### Floorplan with the power grid

Scale bar: 20 microns. Pins as bars on the die edge.
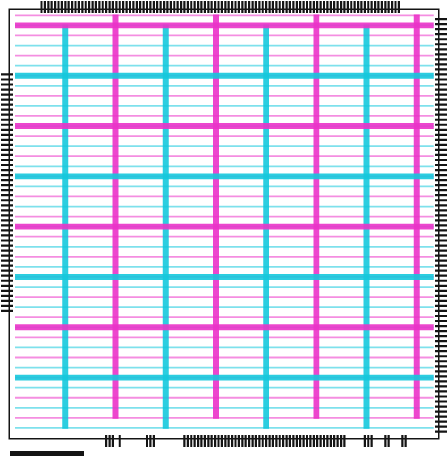
### Cell classes on the final placement

Scale bar: 20 microns.
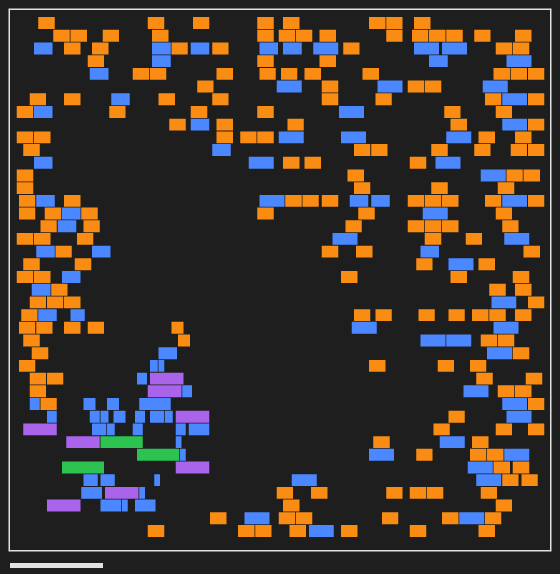
### Clock wires, drivers and flops

Scale bar: 20 microns.
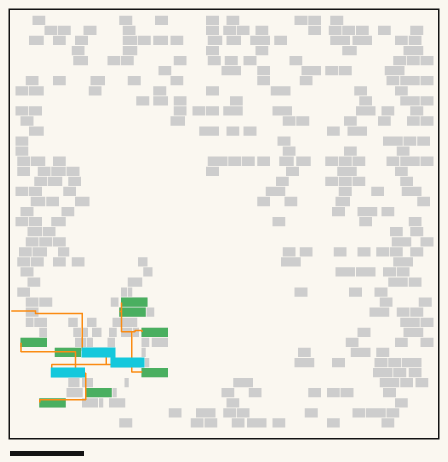
**config.mk**
```make
export PLATFORM = sky130hd
export DESIGN_NAME = mem_arbiter_flat
export DESIGN_NICKNAME = d
export VERILOG_FILES = /design/src/rtl/mem_arbiter_if.sv /design/src/rtl/mem_arbiter.sv /design/src/flat_wrapper.sv
export SDC_FILE = /design/constraint.sdc
export NUM_CORES = 1
export LEC_CHECK = 0
export ABC_CLOCK_PERIOD_IN_PS = 5200
export CAP_MARGIN = 0
export CELL_PAD_IN_SITES_DETAIL_PLACEMENT = 0
export CELL_PAD_IN_SITES_GLOBAL_PLACEMENT = 1
export CORE_UTILIZATION = 14
export DETAILED_ROUTE_END_ITERATION = 8
export PLACE_DENSITY_LB_ADDON = 0.1
export SKIP_LAST_GASP = 1
export SYNTH_ARGS = -nofsm -noshare
export SYNTH_HDL_FRONTEND = slang
export SYNTH_SLANG_ARGS = --single-unit
```
**constraint.sdc**
```tcl
create_clock -name Clk -period 5.2 [get_ports Clk]
set_clock_uncertainty 0.05 [all_clocks]
set_input_delay 0.52 -clock Clk [delete_from_list [all_inputs] [get_ports Clk]]
set_output_delay 0.52 -clock Clk [all_outputs]
set_load 0.05 [all_outputs]
```
**src/rtl/mem_arbiter_if.sv**
```systemverilog
// Bus bundle for mem_arbiter: CPU and DMA requester ports plus the shared memory port.
// slave is the arbiter's view; master is the requesters' and memory's view.
interface mem_arbiter_if;
  logic        cpu_req;
  logic        cpu_wr;
  logic [31:0] cpu_addr;
  logic [31:0] cpu_wdata;
  logic        cpu_gnt;
  logic        cpu_rvalid;
  logic [31:0] cpu_rdata;

  logic        dma_req;
  logic        dma_wr;
  logic [31:0] dma_addr;
  logic [31:0] dma_wdata;
  logic        dma_gnt;
  logic        dma_rvalid;
  logic [31:0] dma_rdata;

  logic [31:0] mem_addr;
  logic        mem_wr;
  logic [31:0] mem_wdata;
  logic [31:0] mem_rdata;

  modport slave (
    input  cpu_req, cpu_wr, cpu_addr, cpu_wdata,
    output cpu_gnt, cpu_rvalid, cpu_rdata,
    input  dma_req, dma_wr, dma_addr, dma_wdata,
    output dma_gnt, dma_rvalid, dma_rdata,
    output mem_addr, mem_wr, mem_wdata,
    input  mem_rdata
  );

  modport master (
    output cpu_req, cpu_wr, cpu_addr, cpu_wdata,
    input  cpu_gnt, cpu_rvalid, cpu_rdata,
    output dma_req, dma_wr, dma_addr, dma_wdata,
    input  dma_gnt, dma_rvalid, dma_rdata,
    input  mem_addr, mem_wr, mem_wdata,
    output mem_rdata
  );
endinterface

```
**src/rtl/mem_arbiter.sv**
```systemverilog
// Two-requester arbiter for a single-port memory: CPU priority with DMA
// starvation guard and bounded DMA bursts; 1-cycle read return.
module mem_arbiter #(
  parameter int unsigned STARVE_LIM    = 3,
  parameter int unsigned DMA_MAX_BURST = 4
) (
  input  logic          Clk,
  input  logic          reset,
  mem_arbiter_if.slave  bus
);

  localparam int unsigned WW = (STARVE_LIM    > 0) ? $clog2(STARVE_LIM + 1)    : 1;
  localparam int unsigned BW = (DMA_MAX_BURST > 0) ? $clog2(DMA_MAX_BURST + 1) : 1;

  typedef enum logic {ARB, DMA_BURST} state_t;

  state_t          state;
  logic [WW-1:0]   wcnt;
  logic [BW-1:0]   bcnt;
  logic            rv_cpu;
  logic            rv_dma;
  logic            cpu_gnt;
  logic            dma_gnt;

  always_comb begin
    cpu_gnt = 1'b0;
    dma_gnt = 1'b0;
    if (!reset) begin
      if (state == DMA_BURST) begin
        if (bus.dma_req)      dma_gnt = 1'b1;
        else if (bus.cpu_req) cpu_gnt = 1'b1;
      end else if (bus.cpu_req && bus.dma_req) begin
        if (wcnt == WW'(STARVE_LIM)) dma_gnt = 1'b1;
        else                         cpu_gnt = 1'b1;
      end else if (bus.cpu_req) begin
        cpu_gnt = 1'b1;
      end else if (bus.dma_req) begin
        dma_gnt = 1'b1;
      end
    end
  end

  always_comb begin
    bus.mem_addr  = bus.cpu_addr;
    bus.mem_wdata = bus.cpu_wdata;
    bus.mem_wr    = 1'b0;
    if (dma_gnt) begin
      bus.mem_addr  = bus.dma_addr;
      bus.mem_wdata = bus.dma_wdata;
      bus.mem_wr    = bus.dma_wr;
    end else if (cpu_gnt) begin
      bus.mem_wr    = bus.cpu_wr;
    end
  end

  assign bus.cpu_gnt   = cpu_gnt;
  assign bus.dma_gnt   = dma_gnt;
  assign bus.cpu_rdata = bus.mem_rdata;
  assign bus.dma_rdata = bus.mem_rdata;
  // Masked during reset so a read granted just before reset never returns.
  assign bus.cpu_rvalid = rv_cpu && !reset;
  assign bus.dma_rvalid = rv_dma && !reset;

  always_ff @(posedge Clk) begin
    if (reset) begin
      state  <= ARB;
      wcnt   <= '0;
      bcnt   <= '0;
      rv_cpu <= 1'b0;
      rv_dma <= 1'b0;
    end else begin
      rv_cpu <= cpu_gnt && !bus.cpu_wr;
      rv_dma <= dma_gnt && !bus.dma_wr;

      if (dma_gnt || !bus.dma_req)     wcnt <= '0;
      else if (wcnt != WW'(STARVE_LIM)) wcnt <= wcnt + WW'(1);

      unique case (state)
        ARB: begin
          if (dma_gnt && bus.cpu_req) begin
            state <= DMA_BURST;
            bcnt  <= BW'(1);
          end
        end
        DMA_BURST: begin
          if (!bus.dma_req) begin
            state <= ARB;
            bcnt  <= '0;
          end else if (bus.cpu_req) begin
            if (bcnt + BW'(1) == BW'(DMA_MAX_BURST)) begin
              state <= ARB;
              bcnt  <= '0;
            end else begin
              bcnt  <= bcnt + BW'(1);
            end
          end
        end
        default: begin
          state <= ARB;
          bcnt  <= '0;
        end
      endcase
    end
  end

endmodule

```
**src/flat_wrapper.sv**
```systemverilog
// flat-port wrapper written by rule: the top's interface ports become plain ports
module mem_arbiter_flat 
#(
  parameter int unsigned STARVE_LIM    = 3,
  parameter int unsigned DMA_MAX_BURST = 4
)
  (Clk, reset, bus_cpu_req, bus_cpu_wr, bus_cpu_addr, bus_cpu_wdata, bus_cpu_gnt, bus_cpu_rvalid, bus_cpu_rdata, bus_dma_req, bus_dma_wr, bus_dma_addr, bus_dma_wdata, bus_dma_gnt, bus_dma_rvalid, bus_dma_rdata, bus_mem_addr, bus_mem_wr, bus_mem_wdata, bus_mem_rdata);
  mem_arbiter_if bus_i ();
  input  logic Clk;
  input  logic reset;
  input wire logic [$bits(bus_i.cpu_req)-1:0] bus_cpu_req;
  input wire logic [$bits(bus_i.cpu_wr)-1:0] bus_cpu_wr;
  input wire logic [$bits(bus_i.cpu_addr)-1:0] bus_cpu_addr;
  input wire logic [$bits(bus_i.cpu_wdata)-1:0] bus_cpu_wdata;
  output wire logic [$bits(bus_i.cpu_gnt)-1:0] bus_cpu_gnt;
  output wire logic [$bits(bus_i.cpu_rvalid)-1:0] bus_cpu_rvalid;
  output wire logic [$bits(bus_i.cpu_rdata)-1:0] bus_cpu_rdata;
  input wire logic [$bits(bus_i.dma_req)-1:0] bus_dma_req;
  input wire logic [$bits(bus_i.dma_wr)-1:0] bus_dma_wr;
  input wire logic [$bits(bus_i.dma_addr)-1:0] bus_dma_addr;
  input wire logic [$bits(bus_i.dma_wdata)-1:0] bus_dma_wdata;
  output wire logic [$bits(bus_i.dma_gnt)-1:0] bus_dma_gnt;
  output wire logic [$bits(bus_i.dma_rvalid)-1:0] bus_dma_rvalid;
  output wire logic [$bits(bus_i.dma_rdata)-1:0] bus_dma_rdata;
  output wire logic [$bits(bus_i.mem_addr)-1:0] bus_mem_addr;
  output wire logic [$bits(bus_i.mem_wr)-1:0] bus_mem_wr;
  output wire logic [$bits(bus_i.mem_wdata)-1:0] bus_mem_wdata;
  input wire logic [$bits(bus_i.mem_rdata)-1:0] bus_mem_rdata;
  assign bus_i.cpu_req = bus_cpu_req;
  assign bus_i.cpu_wr = bus_cpu_wr;
  assign bus_i.cpu_addr = bus_cpu_addr;
  assign bus_i.cpu_wdata = bus_cpu_wdata;
  assign bus_cpu_gnt = bus_i.cpu_gnt;
  assign bus_cpu_rvalid = bus_i.cpu_rvalid;
  assign bus_cpu_rdata = bus_i.cpu_rdata;
  assign bus_i.dma_req = bus_dma_req;
  assign bus_i.dma_wr = bus_dma_wr;
  assign bus_i.dma_addr = bus_dma_addr;
  assign bus_i.dma_wdata = bus_dma_wdata;
  assign bus_dma_gnt = bus_i.dma_gnt;
  assign bus_dma_rvalid = bus_i.dma_rvalid;
  assign bus_dma_rdata = bus_i.dma_rdata;
  assign bus_mem_addr = bus_i.mem_addr;
  assign bus_mem_wr = bus_i.mem_wr;
  assign bus_mem_wdata = bus_i.mem_wdata;
  assign bus_i.mem_rdata = bus_mem_rdata;
  mem_arbiter #(.STARVE_LIM(STARVE_LIM), .DMA_MAX_BURST(DMA_MAX_BURST)) u_core (.Clk(Clk), .reset(reset), .bus(bus_i));
endmodule
```
==> notes.md <==
The flow run is done. The capture point of the critical path was reported as bus_mem_wdata[25]. Required arrival time at the worst endpoint landed at 4630 ps. In this run the most critical hold path is launched from u_core.wcnt[0].

Ratio of routed vias to standard cells landed at ~3.6. In the power breakdown, the biggest contributor is combinational logic. By instance count after routing, the leading logic cell types are 202 x sky130_fd_sc_hd__clkdlybuf4s50_1, 40 x sky130_fd_sc_hd__mux2_4, 24 x sky130_fd_sc_hd__mux2_2. Per the cell usage report, the commonest logic cell in the layout is sky130_fd_sc_hd__clkdlybuf4s50_1. Buffers added to address setup during post-CTS repair amount to 0. Per the final timing report, the hold violations number 0. The final layout contains routed wiring with a total length of roughly 7000 microns. Warnings reported by Yosys during synthesis add up to 0. Of the synthesized area, sequential elements account for under 10%. The flow ran to the end, and the final reports show no timing, DRC or antenna violations. I/O pin count landed at around 300. Count of non-filler cells in the finished layout landed at ~480. Timing would allow up to about 0.27 GHz. Global routing used under 10% of the available tracks across all layers. Number of logged tool warnings landed at 28.

Setup total negative slack on the finished layout was measured at 0 ps. More flip-flops sit in one register than any other, and that register is u_core.bcnt. TritonCTS buffer count landed at 3. Actual transition at the worst max-transition pin landed at about 600 ps. Number of flip-flops under the largest register name landed at 3. The worst hold path belongs to the class reg -> reg. TritonCTS built the clock tree. Data arrival time of the critical path landed at 3100 ps. Yosys-reported design area after synthesis landed at between 0.0015 and 0.002 sq mm. Counting instances, the worst hold path has a depth of 1.

In this run the number of H-tree levels came out at 1. Nets still carrying antenna violations after routing amount to 0. Summing over every cut layer, the via total after detailed routing is approximately 1,700. The number of antenna violations at the first check in global routing came to 0. Number of distinct library cells after synthesis landed at 22.

The floorplan has roughly 40 rows. Relative max-transition margin landed at around three fifths. The number of cells reported by Yosys stat comes to 175.

Share of the synthesized area in the top cell type landed at between 30% and 40%. The script computed the net switching share of total power as 37.57%. For this design, the CTS-stage hold fixing added 0 buffers.

Number of DRC violations after detailed-routing iteration 0 landed at 17. Compared with the post-synthesis result, the final layout area differs by 98.82%. The flow reported a cell area power density of ~160 mW/mm^2. Leakage power total landed at ~1.4 nW. Synthesized instance count landed at 175.

Last weighted congestion value of the routability-driven placer landed at between 0.6 and 0.7. After floorplanning, the die was sized to cover about 0.013 sq mm. Post-synthesis area per instance landed at roughly 10 sq um. Post-route period utilization is reported as between 70% and 80%.

The mapped netlist covers ~0.0018 sq mm. For the worst reg-to-reg path, the endpoint reported by OpenROAD is u_core.rv_cpu. In this run the clock root is driven by a sky130_fd_sc_hd__clkbuf_16. The critical path is of the in -> out type. Via count of the first global-routing pass landed at between 1,500 and 2,000. The worst register-to-register path depth is 4. Sum of net half-perimeters after detailed placement landed at around 6200 microns. The synthesized design spends more area on one cell type than any other, namely sky130_fd_sc_hd__mux2_4. The final timing report lists a max-slew violation count of 0.

Input and output buffers added on the ports amount to a little over 200. The number of clock sinks came to 8. Looking at the worst setup and hold paths, the clock pins of their registers show a slew of approximately 30 ps. Final setup violation count landed at 0.

Layout cell share with drive strength beyond 1 landed at a little under a quarter. The largest registers in the layout are u_core.bcnt x3, u_core.wcnt x2. The timing report gives the worst reg2reg path a setup slack of 3740 ps.

The worst setup path is launched from an input port. Per the OpenROAD floorplan log, the width of the die is 115.7 microns. Worst-path maximum fanout landed at 39.
-- 'Floorplan with the power grid' (at the start) --
- VDD: magenta
- VSS: cyan
- met1 rails: 42
- met5 straps: 8
die height: 115.7 microns
worst IR drop on VDD: 0.1282 mV

-- 'Cell classes on the final placement' (at the start) --
- all other logic: blue (cells 96; share of their area 33%)
- flip-flops: purple (cells 8; share of their area 4.7%)
- other buffers and delay cells: orange (cells 204; share of their area 60%)
- cells driving clock nets: green (cells 3; share of their area 2.2%)
Floorplan Core Area: 0.01262 sq mm
share of the core filled with cells in the final layout: 28.50%

-- 'Clock wires, drivers and flops' (at the start) --
- flip-flops: green (count 8)
- clock wires: orange (length 122 microns)
- cells driving clock nets: cyan (count 3)
- routed clock nets: 4
- flops lie: south-west
share of power burned in the clock network: 22.1%
Skew-Pair Late Insertion Delay: 230 ps
clock-net power: 0.000125 W

per-stage QoR:
step / total power (W) / cell area [sq um] / hold slack (ps) / worst slack, ps
2_1_floorplan: 0.0004037 / 1809 / 345.7 / 2053
3_3_place_gp: 0.0004469 / 3522 / 360.4 / 1507
3_5_place_dp: 0.0004466 / 3522 / 367.8 / 1484
4_1_cts: 0.0005760 / 3597 / 372.6 / 1492
5_1_grt: 0.0005934 / 3597 / 392.9 / 1371
6_report: 0.0005684 / 3597 / 371.8 / 1533
critical path: stages:
cell and delay [ps]:
sky130_fd_sc_hd__clkdlybuf4s50_1 530, sky130_fd_sc_hd__nand2b_1 270, sky130_fd_sc_hd__nor2_4 130, sky130_fd_sc_hd__buf_4 470
sky130_fd_sc_hd__mux2_2 400, sky130_fd_sc_hd__clkdlybuf4s50_1 730
cell usage after synthesis (all sizes together):
cell type  instances
a21o               1
a21oi              3
a22o               3
a311oi             1
and3               2
and3b              1
buf               71
dfxtp              8
ha                 4
inv                2
mux2              64
nand2              2
nand2b             2
nor2               3
nor2b              4
nor3               1
nor3b              2
o21a               1
metal layers:
| metal | share of wire, % | GRT usage (%) |
|---|---|---|
| met1 | 37 | 10.78 |
| met2 | 48 | 17.17 |
| met3 | 15 | 4.707 |
| met4 | 0 | 0.7692 |
| met5 | 0 | 0 |
area by class of cell:
class                   instances  area (sq um)  area share [%]
repair buffers                204          2037           56.63
well taps                     172         215.2           5.983
clock buffers                   3         75.07           2.087
inverters                       2         7.507          0.2087
flip-flops and latches          8         160.2           4.452
multi-input cells              94          1102           30.64
cells by family (layout without fill, tap and decap cells):
group	after synthesis	after routing	share of synthesized area, %
compound gates	9	9	3.597
fa+ha+maj	4	4	2.766
buf+inv	73	209	30.64
flops	8	8	8.852
mux	64	64	48.13
simple gates	17	17	6.016
No activity file was given, so power comes from the tool's default toggle rates.
